Fig. 1: run 1, clock network drawn from the DEF
Bar = 20 um.
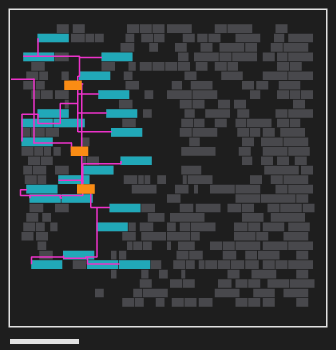
Fig. 2: run 1, wire density map
The die is cut into 18 by 18 equal tiles; dark blue is low, red is high, scaled to the fullest tile. Values are wire area over tile area, all layers added.
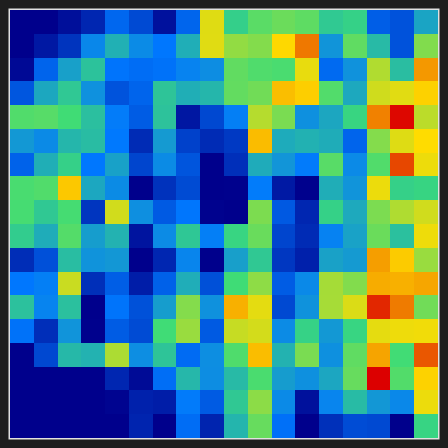
Fig. 3: run 1, drive-strength map
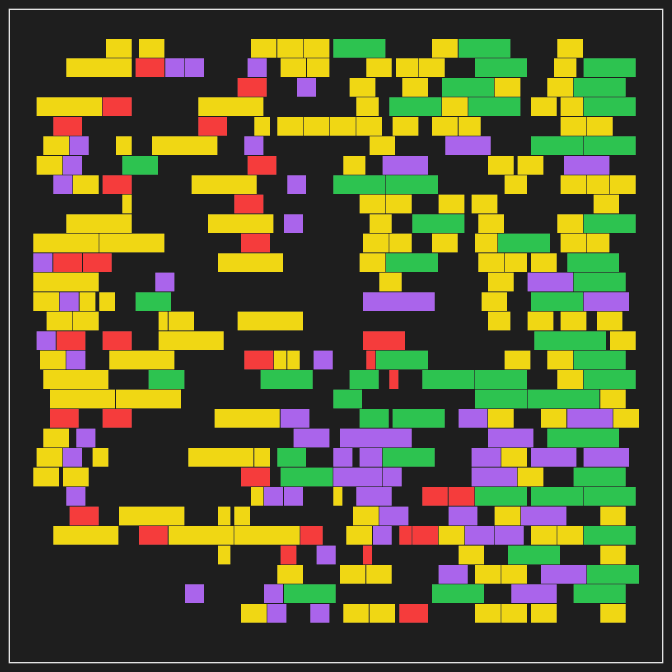
$ cat config.mk
export PLATFORM = sky130hd
export DESIGN_NAME = alu_issue_arbiter
export DESIGN_NICKNAME = d
export VERILOG_FILES = /design/src/rtl/alu_pkg.sv /design/src/rtl/rr_arbiter.sv /design/src/rtl/alu_issue_arbiter.sv
export SDC_FILE = /design/constraint.sdc
export NUM_CORES = 1
export LEC_CHECK = 0
export CELL_PAD_IN_SITES_DETAIL_PLACEMENT = 0
export CELL_PAD_IN_SITES_GLOBAL_PLACEMENT = 1
export CORE_MARGIN = 3
export CORE_UTILIZATION = 18
export DETAILED_ROUTE_END_ITERATION = 8
export PLACE_DENSITY_LB_ADDON = 0.1
export SLEW_MARGIN = 20
export SYNTH_ARGS = -nofsm -noshare
export SYNTH_HDL_FRONTEND = slang
export SYNTH_SLANG_ARGS = --single-unit
$ cat constraint.sdc
create_clock -name clk -period 2.1 [get_ports clk]
set_clock_uncertainty 0.2 [all_clocks]
set_input_delay 0.42 -clock clk [delete_from_list [all_inputs] [get_ports clk]]
set_output_delay 0.42 -clock clk [all_outputs]
set_load 0.05 [all_outputs]
$ cat src/rtl/alu_pkg.sv
// Shared definitions for the ALU issue path: opcode encoding, flag bit
// positions and the per-opcode flag update mask.
package alu_pkg;

    typedef enum logic [2:0] {
        OP_ADD    = 3'b000,
        OP_SUB    = 3'b001,
        OP_XOR    = 3'b010,
        OP_RED    = 3'b011,
        OP_SLL    = 3'b100,
        OP_SRA    = 3'b101,
        OP_ROR    = 3'b110,
        OP_PADSUB = 3'b111
    } alu_op_e;

    localparam int FLAG_Z = 2;
    localparam int FLAG_V = 1;
    localparam int FLAG_N = 0;

    // Which of {Z,V,N} an opcode is allowed to write; cleared bits keep
    // their previous value.
    function automatic logic [2:0] flag_mask(input logic [2:0] op);
        case (op)
            OP_ADD, OP_SUB:                 flag_mask = 3'b111;
            OP_XOR, OP_SLL, OP_SRA, OP_ROR: flag_mask = 3'b100;
            default:                        flag_mask = 3'b000;
        endcase
    endfunction

endpackage

$ cat src/rtl/rr_arbiter.sv
// Generic round-robin arbiter. Search starts at the stored pointer and the
// pointer moves past the winner only when the caller signals an accepted
// grant, so a stalled or withdrawn request never costs anyone its turn.
module rr_arbiter #(
    parameter int NUM_REQ = 2,
    parameter int IDX_W   = 1
) (
    input  logic               clk,
    input  logic               rst_n,
    input  logic [NUM_REQ-1:0] req,
    input  logic               adv_en,
    output logic [NUM_REQ-1:0] gnt,
    output logic [IDX_W-1:0]   gnt_idx,
    output logic               gnt_vld
);

    logic [IDX_W-1:0] ptr_q;
    logic [IDX_W-1:0] cand;

    // Scan from farthest to nearest offset so the nearest valid request wins.
    always_comb begin
        gnt_vld = 1'b0;
        gnt_idx = '0;
        cand    = '0;
        for (int k = NUM_REQ - 1; k >= 0; k--) begin
            cand = IDX_W'((int'(ptr_q) + k) % NUM_REQ);
            if (req[cand]) begin
                gnt_vld = 1'b1;
                gnt_idx = cand;
            end
        end
    end

    // One-hot view of the winning index.
    always_comb begin
        gnt = '0;
        if (gnt_vld) gnt[gnt_idx] = 1'b1;
    end

    // Pointer moves to the slot after the accepted winner.
    always_ff @(posedge clk or negedge rst_n) begin
        if (!rst_n)
            ptr_q <= '0;
        else if (adv_en && gnt_vld)
            ptr_q <= IDX_W'((int'(gnt_idx) + 1) % NUM_REQ);
    end

endmodule

$ cat src/rtl/alu_issue_arbiter.sv
// Shares one 16-bit ALU between NUM_REQ requesters. The granted request
// drives the ALU combinationally, the result lands in a one-entry output
// buffer, and the Z/V/N flag register is updated per opcode on issue.
// Optional: define ALU_ERR_STICKY_EN to add err_clr / err_sticky.
module alu_issue_arbiter
    import alu_pkg::*;
#(
    parameter int NUM_REQ = 2,
    parameter int ID_W    = 1,
    parameter int DATA_W  = 16
) (
    input  logic                    clk,
    input  logic                    rst_n,
`ifdef ALU_ERR_STICKY_EN
    input  logic                    err_clr,
    output logic                    err_sticky,
`endif
    input  logic [NUM_REQ-1:0]      req_valid,
    output logic [NUM_REQ-1:0]      req_ready,
    input  logic [3*NUM_REQ-1:0]    req_opcode,
    input  logic [DATA_W*NUM_REQ-1:0] req_a,
    input  logic [DATA_W*NUM_REQ-1:0] req_b,
    output logic [DATA_W-1:0]       alu_in1,
    output logic [DATA_W-1:0]       alu_in2,
    output logic [2:0]              alu_opcode,
    input  logic [DATA_W-1:0]       alu_out,
    input  logic                    alu_error,
    output logic                    res_valid,
    input  logic                    res_ready,
    output logic [DATA_W-1:0]       res_data,
    output logic [ID_W-1:0]         res_id,
    output logic                    res_err,
    output logic [2:0]              flags
);

    typedef enum logic {ST_EMPTY = 1'b0, ST_FULL = 1'b1} state_e;

    state_e                           state;
    logic                             can_issue;
    logic                             issue;
    logic [NUM_REQ-1:0]               gnt;
    logic [ID_W-1:0]                  gnt_idx;
    logic                             gnt_vld;
    logic [NUM_REQ-1:0][2:0]          op_arr;
    logic [NUM_REQ-1:0][DATA_W-1:0]   a_arr;
    logic [NUM_REQ-1:0][DATA_W-1:0]   b_arr;
    logic [2:0]                       mask;
    logic [2:0]                       flags_nxt;

    assign op_arr = req_opcode;
    assign a_arr  = req_a;
    assign b_arr  = req_b;

    // The buffer can take a new result when empty or when it drains this cycle.
    assign can_issue = (state == ST_EMPTY) || res_ready;
    assign issue     = gnt_vld && can_issue;
    assign req_ready = gnt & {NUM_REQ{can_issue}};
    assign res_valid = (state == ST_FULL);

    rr_arbiter #(
        .NUM_REQ (NUM_REQ),
        .IDX_W   (ID_W)
    ) u_rr (
        .clk     (clk),
        .rst_n   (rst_n),
        .req     (req_valid),
        .adv_en  (can_issue),
        .gnt     (gnt),
        .gnt_idx (gnt_idx),
        .gnt_vld (gnt_vld)
    );

    // Steer the granted request onto the ALU; idle inputs are zero.
    always_comb begin
        alu_in1    = '0;
        alu_in2    = '0;
        alu_opcode = 3'b000;
        if (gnt_vld) begin
            alu_in1    = a_arr[gnt_idx];
            alu_in2    = b_arr[gnt_idx];
            alu_opcode = op_arr[gnt_idx];
        end
    end

    // Next flag value: masked bits take the new result, others are retained.
    always_comb begin
        mask      = flag_mask(alu_opcode);
        flags_nxt = flags;
        if (mask[FLAG_Z]) flags_nxt[FLAG_Z] = (alu_out == '0);
        if (mask[FLAG_V]) flags_nxt[FLAG_V] = alu_error;
        if (mask[FLAG_N]) flags_nxt[FLAG_N] = alu_out[DATA_W-1];
    end

    // Result buffer FSM: an issue always (re)fills, a drain without issue empties.
    always_ff @(posedge clk or negedge rst_n) begin
        if (!rst_n) begin
            state    <= ST_EMPTY;
            res_data <= '0;
            res_id   <= '0;
            res_err  <= 1'b0;
        end else if (issue) begin
            state    <= ST_FULL;
            res_data <= alu_out;
            res_id   <= gnt_idx;
            res_err  <= alu_error;
        end else if (state == ST_FULL && res_ready) begin
            state    <= ST_EMPTY;
        end
    end

    // Architectural flags change only on an issue handshake.
    always_ff @(posedge clk or negedge rst_n) begin
        if (!rst_n)
            flags <= 3'b000;
        else if (issue)
            flags <= flags_nxt;
    end

`ifdef ALU_ERR_STICKY_EN
    // Sticky error: a new error outranks a clear in the same cycle.
    always_ff @(posedge clk or negedge rst_n) begin
        if (!rst_n)
            err_sticky <= 1'b0;
        else if (issue && alu_error)
            err_sticky <= 1'b1;
        else if (err_clr)
            err_sticky <= 1'b0;
    end
`endif

endmodule

==> tab_implementation.tex, run 1 <==
% Auto-generated results table
\begin{tabular}{lr}
\hline
Metric & Value \\
\hline
\multicolumn{2}{l}{\textbf{Outcome}} \\
Run status & complete, but fails checks \\
Failing checks & negative setup slack \\
\multicolumn{2}{l}{\textbf{Detailed routing}} \\
Topmost layer with routed signal wires & met4 \\
Count of vias placed by the detailed router & about 1.6k \\
Total Routed Length & about 6500 um \\
Iteration count of the initial detailed-routing pass & 4 \\
Antenna Violating Nets Remaining & 0 \\
Metal1 wirelength & $\sim$2700 um \\
WL per Instance & around 17 um \\
\multicolumn{2}{l}{\textbf{Synth}} \\
Share of the synthesized area in the top cell type & roughly 44\% \\
Post-synth EDFFs & 0 \\
Cell area after synthesis & 1300 um2 \\
Total of warnings raised by yosys & 0 \\
Fraction of registers with async set or reset after synthesis & 100\% \\
Area share of xor/xnor cells in the synthesized design & 0\% \\
Yosys Instances & $\sim$120 \\
Leading area contributor after synthesis & sky130\_fd\_sc\_hd\_\_dfrtp\_1 \\
Synthesized-area fraction occupied by adder cells & 0\% \\
Net count after synthesis & $\sim$210 \\
Number of standard cells after synthesis & about 120 \\
\multicolumn{2}{l}{\textbf{Cells and area}} \\
Dominant logic cell types in the final layout & 89 x sky130\_fd\_sc\_hd\_\_clkdlybuf4s50\_1, 40 x sky130\_fd\_sc\_hd\_\_buf\_12, 29 x sky130\_fd\_sc\_hd\_\_buf\_4, 23 x sky130\_fd\_sc\_hd\_\_dfrtp\_1, 19 x sky130\_fd\_sc\_hd\_\_mux2\_2 \\
Multi-input gate share of the layout cell area & about a quarter \\
Number of cells in the finished layout apart from fillers & 376 \\
Max reg flops & 16 \\
Layout cell share with drive strength beyond 1 & 48.6\% \\
Biggest cell category by area in the final layout & buffers \\
Largest registers & res\_data (16), flags (3) \\
Top cell excl fill/tap & sky130\_fd\_sc\_hd\_\_clkdlybuf4s50\_1 \\
Share of final layout cell area taken by clock buffers and inverters & 1.21\% \\
Clkbuf count & 4 \\
Layout Utilization & 54.1\% \\
Non-clk invs & 4 \\
Sequential standard cell area & roughly 580 um2 \\
Filler instances & a little under 600 \\
Top register by number of flip-flops & res\_data \\
Flip-flop and latch count & 23 \\
Number of antenna diodes & 0 \\
\multicolumn{2}{l}{\textbf{Clock network}} \\
Buffer type at the clock tree root & sky130\_fd\_sc\_hd\_\_clkbuf\_8 \\
Total clock buffers created by CTS & 3 \\
Post-CTS setup buffer count & 2 \\
Cells resized by post-CTS repair & 33 \\
Clock sink count & 23 \\
Hold Buf Count CTS & 0 \\
CTS clk-pin slew, worst paths & around 0.080 ns \\
\multicolumn{2}{l}{\textbf{Critical path}} \\
Capturing instance or port of the critical path & alu\_in1[6] \\
Most Frequent Cell on Critical Path & sky130\_fd\_sc\_hd\_\_buf\_12 \\
Buffers plus inverters on the worst setup path & 2 \\
Critical Path Start & u\_rr.ptr\_q \\
CP top delay family & flip-flops \\
Slowest cell delay on critical path & $\sim$0.41 ns \\
Worst endpoint required time & about 1.5 ns \\
Source of the worst register-to-register timing path & u\_rr.ptr\_q \\
Startpoint kind of the worst setup timing path & flip-flop \\
\multicolumn{2}{l}{\textbf{Global routing}} \\
Busiest grt layer & met2 \\
Gr ovfl total & 0 \\
Met1 routing resource usage after global routing & between 10\% and 20\% \\
Met2 capacity usage during global routing & $\sim$26\% \\
Initial antenna violation count & 0 \\
Overall routing resource usage & between 10\% and 20\% \\
Pin count of the biggest net entering global routing & 24 \\
\multicolumn{2}{l}{\textbf{Hold path}} \\
Worst min-delay path class & in2async \\
\multicolumn{2}{l}{\textbf{Pwr}} \\
Switching share of power & about two fifths \\
Sequential logic power & $\sim$0.54 mW \\
Pwr per Cell Area & around 620 nW/um2 \\
Proportion of power drawn by combinational gates & 65.0\% \\
Total power draw & roughly 2.3 mW \\
Sequential share of power & a little under a quarter \\
Combinational logic power & approximately 1.5 mW \\
Top pwr grp & combinational logic \\
Leakage power & about 1.6 nW \\
\multicolumn{2}{l}{\textbf{Placement}} \\
DP Cell Count & roughly 370 \\
Final GP Congestion & just over 0.7 \\
Cell area reported after detailed placement & 3340 um2 \\
\# port buffers & around 150 \\
Pre-CTS setup slack & -0.329 ns \\
\multicolumn{2}{l}{\textbf{Die}} \\
Core Footprint & approximately 6900 um2 \\
FP Util & between 10\% and 20\% \\
Overall chip area & about 8300 um2 \\
Count of inserted tapcells & about 96 \\
I/O pin cnt & 151 \\
Die W & between 90 and 100 um \\
\multicolumn{2}{l}{\textbf{Final timing}} \\
Setup slack of the critical path after layout & -0.111 ns \\
Final Slew Violations & 0 \\
Min Clock Period, post-route & roughly 2.2 ns \\
Endpoints failing setup & 31 \\
Setup repair after global routing missed its margin & yes \\
Final-report hold violation count & 0 \\
Slew Limit Headroom & approximately 72\% \\
Least-Margin Pin Slew & roughly 0.42 ns \\
\multicolumn{2}{l}{\textbf{Run}} \\
Number of warnings in the stage logs & 28 \\
\hline
\end{tabular}
About Fig. 1:
orange -> cells driving clock nets  # count 3
cyan -> flip-flops  # count 23
magenta -> clock wires  # length 295 um
routed clock nets = 4
fraction of power consumed by the clock network: 11.6%
worst-skew pair later-pin latency: 0.26 ns
power of the clock network: 0.269 mW

About Fig. 2:
emptiest ninth of the die = bottom left
fullest tile = 0.35
nearly empty tiles = 10%
mean over tiles = 0.13
tiles over half the peak = 30%

About Fig. 3:
red -> drive 2  # cells 30, share 11%
green -> drive 6 and up  # cells 50, share 18%
yellow -> drive 1 or less  # cells 144, share 51%
purple -> drive 3 to 4  # cells 56, share 20%
Post-Layout Inst Area: 3730 um2
setup slack of the critical path after layout: -0.111 ns
layout overhead on the synthesized area: 187%
Repair and plain buffers: 167

==> inputs of run 2 (changes only) <==
- CORE_MARGIN: 3 -> 8
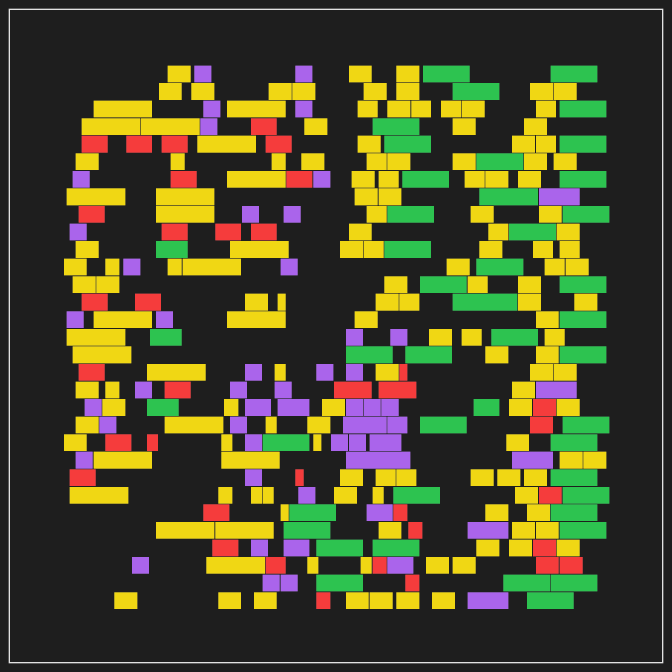
Fig. 4. Drive-strength map (run 2).
green -> drive 6 and up  # cells 45, share 16%
red -> drive 2  # cells 36, share 13%
yellow -> drive 1 or less  # cells 151, share 53%
purple -> drive 3 to 4  # cells 52, share 18%

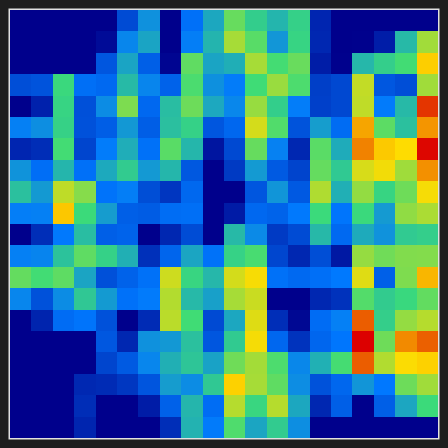
Fig. 5. Wire density map (run 2).
The die is cut into 20 by 20 equal tiles; dark blue is low, red is high, scaled to the fullest tile. Values are wire area over tile area, all layers added.
fullest tile = 0.34
tiles over half the peak = 24%
emptiest ninth of the die = bottom left
mean over tiles = 0.11

==> run 2 against run 1 <==
  * The flow still finishes with violations (negative setup slack)
  * First-iteration DRC count is the same
  * Cell count up 1.9%
  * Combinational power decreased by 3%
  * Sequential share of layout area is 0.51 points higher
  * Critical path type unchanged
  * Highest routed layer unchanged
==> tab_implementation.tex, run 2 <==
% Auto-generated results table
\begin{tabular}{lr}
\hline
Metric & Value \\
\hline
\multicolumn{2}{l}{\textbf{Detailed routing}} \\
Count of vias placed by the detailed router & 1635 (-0.85\%) \\
Topmost layer with routed signal wires & met4 \\
WL per Instance & 17.9 um (+3.4\%) \\
Total Routed Length & 6860 um (+5.3\%) \\
Iteration count of the initial detailed-routing pass & 4 (unchanged) \\
\multicolumn{2}{l}{\textbf{Synth}} \\
Leading area contributor after synthesis & sky130\_fd\_sc\_hd\_\_dfrtp\_1 \\
Net count after synthesis & 209 (unchanged) \\
Number of standard cells after synthesis & 117 (unchanged) \\
Area share of xor/xnor cells in the synthesized design & 0\% (unchanged) \\
Synthesized-area fraction occupied by adder cells & 0\% (unchanged) \\
Share of the synthesized area in the top cell type & 44.2\% (unchanged) \\
Post-synth EDFFs & 0 (unchanged) \\
Yosys Instances & 117 (unchanged) \\
Cell area after synthesis & 1300 um2 (unchanged) \\
Total of warnings raised by yosys & 0 (unchanged) \\
\multicolumn{2}{l}{\textbf{Final timing}} \\
Slew Limit Headroom & 75.7\% (+3.9 points) \\
Final Slew Violations & 0 (unchanged) \\
Final-report hold violation count & 0 (unchanged) \\
Setup slack of the critical path after layout & -0.104 ns (+0.00712 ns) \\
Least-Margin Pin Slew & 0.361 ns (-0.0587 ns) \\
Endpoints failing setup & 33 (+6.5\%) \\
Setup repair after global routing missed its margin & yes \\
\multicolumn{2}{l}{\textbf{Cells and area}} \\
Top cell excl fill/tap & sky130\_fd\_sc\_hd\_\_clkdlybuf4s50\_1 \\
Top register by number of flip-flops & res\_data \\
Number of cells in the finished layout apart from fillers & 383 (+1.9\%) \\
Repair and plain buffers & 171 (+2.4\%) \\
Non-clk invs & 4 (unchanged) \\
Biggest cell category by area in the final layout & buffers \\
Multi-input gate share of the layout cell area & 22.6\% (-2.2 points) \\
Number of antenna diodes & 0 (unchanged) \\
Max reg flops & 16 (unchanged) \\
Post-Layout Inst Area & 3620 um2 (-3.2\%) \\
Largest registers & res\_data (16), flags (3) \\
Layout overhead on the synthesized area & 178\% \\
Flip-flop and latch count & 23 (unchanged) \\
Layout cell share with drive strength beyond 1 & 46.8\% (-1.7 points) \\
Share of final layout cell area taken by clock buffers and inverters & 1.28\% (+0.074 points) \\
Clkbuf count & 3 (-1) \\
Layout Utilization & 50.7\% (-3.4 points) \\
\multicolumn{2}{l}{\textbf{Clock network}} \\
Cells resized by post-CTS repair & 9 (-73\%) \\
Hold Buf Count CTS & 0 (unchanged) \\
CTS clk-pin slew, worst paths & 0.08 ns (about the same) \\
Total clock buffers created by CTS & 3 (unchanged) \\
Worst-skew pair later-pin latency & 0.26 ns (about the same) \\
Buffer type at the clock tree root & sky130\_fd\_sc\_hd\_\_clkbuf\_8 \\
Post-CTS setup buffer count & 1 (-1) \\
Clock sink count & 23 (unchanged) \\
\multicolumn{2}{l}{\textbf{Critical path}} \\
Critical Path Start & u\_rr.ptr\_q \\
Source of the worst register-to-register timing path & u\_rr.ptr\_q \\
Most Frequent Cell on Critical Path & sky130\_fd\_sc\_hd\_\_buf\_4 \\
Startpoint kind of the worst setup timing path & flip-flop \\
CP top delay family & buffers and inverters \\
Worst endpoint required time & 1.48 ns (about the same) \\
\multicolumn{2}{l}{\textbf{Die}} \\
I/O pin cnt & 151 (unchanged) \\
FP Util & 18.2\% (-0.61 points) \\
Overall chip area & 10200 um2 (+23\%) \\
Count of inserted tapcells & 99 (+3.1\%) \\
Die W & 101 um (+11\%) \\
Core Footprint & 7140 um2 (+3.3\%) \\
\multicolumn{2}{l}{\textbf{Pwr}} \\
Switching share of power & 41.0\% (+0.069 points) \\
Proportion of power drawn by combinational gates & 64.3\% (-0.7 points) \\
Sequential logic power & 0.538 mW (about the same) \\
Leakage power & 1.55 nW (-2.5\%) \\
Sequential share of power & 23.8\% (+0.4 points) \\
Top pwr grp & combinational logic \\
Combinational logic power & 1.46 mW (-3\%) \\
\multicolumn{2}{l}{\textbf{Placement}} \\
DP Cell Count & 372 (+1.4\%) \\
Final GP Congestion & 0.731 (+2.4\%) \\
Cell area reported after detailed placement & 3350 um2 (+0.19\%) \\
Pre-CTS setup slack & -0.328 ns (+0.000591 ns) \\
\# port buffers & 150 (unchanged) \\
\multicolumn{2}{l}{\textbf{Outcome}} \\
Run status & complete, but fails checks \\
Failing checks & negative setup slack \\
\multicolumn{2}{l}{\textbf{Run}} \\
Number of warnings in the stage logs & 28 (unchanged) \\
\multicolumn{2}{l}{\textbf{Global routing}} \\
Gr ovfl total & 0 (unchanged) \\
Busiest grt layer & met2 \\
Met2 capacity usage during global routing & 21.5\% (-4.4 points) \\
Initial antenna violation count & 0 (unchanged) \\
Met1 routing resource usage after global routing & 14.4\% (-4.3 points) \\
Pin count of the biggest net entering global routing & 24 (unchanged) \\
Overall routing resource usage & 12.3\% (-2.7 points) \\
\multicolumn{2}{l}{\textbf{Hold path}} \\
Worst min-delay path class & in2async \\
\hline
\end{tabular}
Power is estimated from default activity; no workload was simulated.
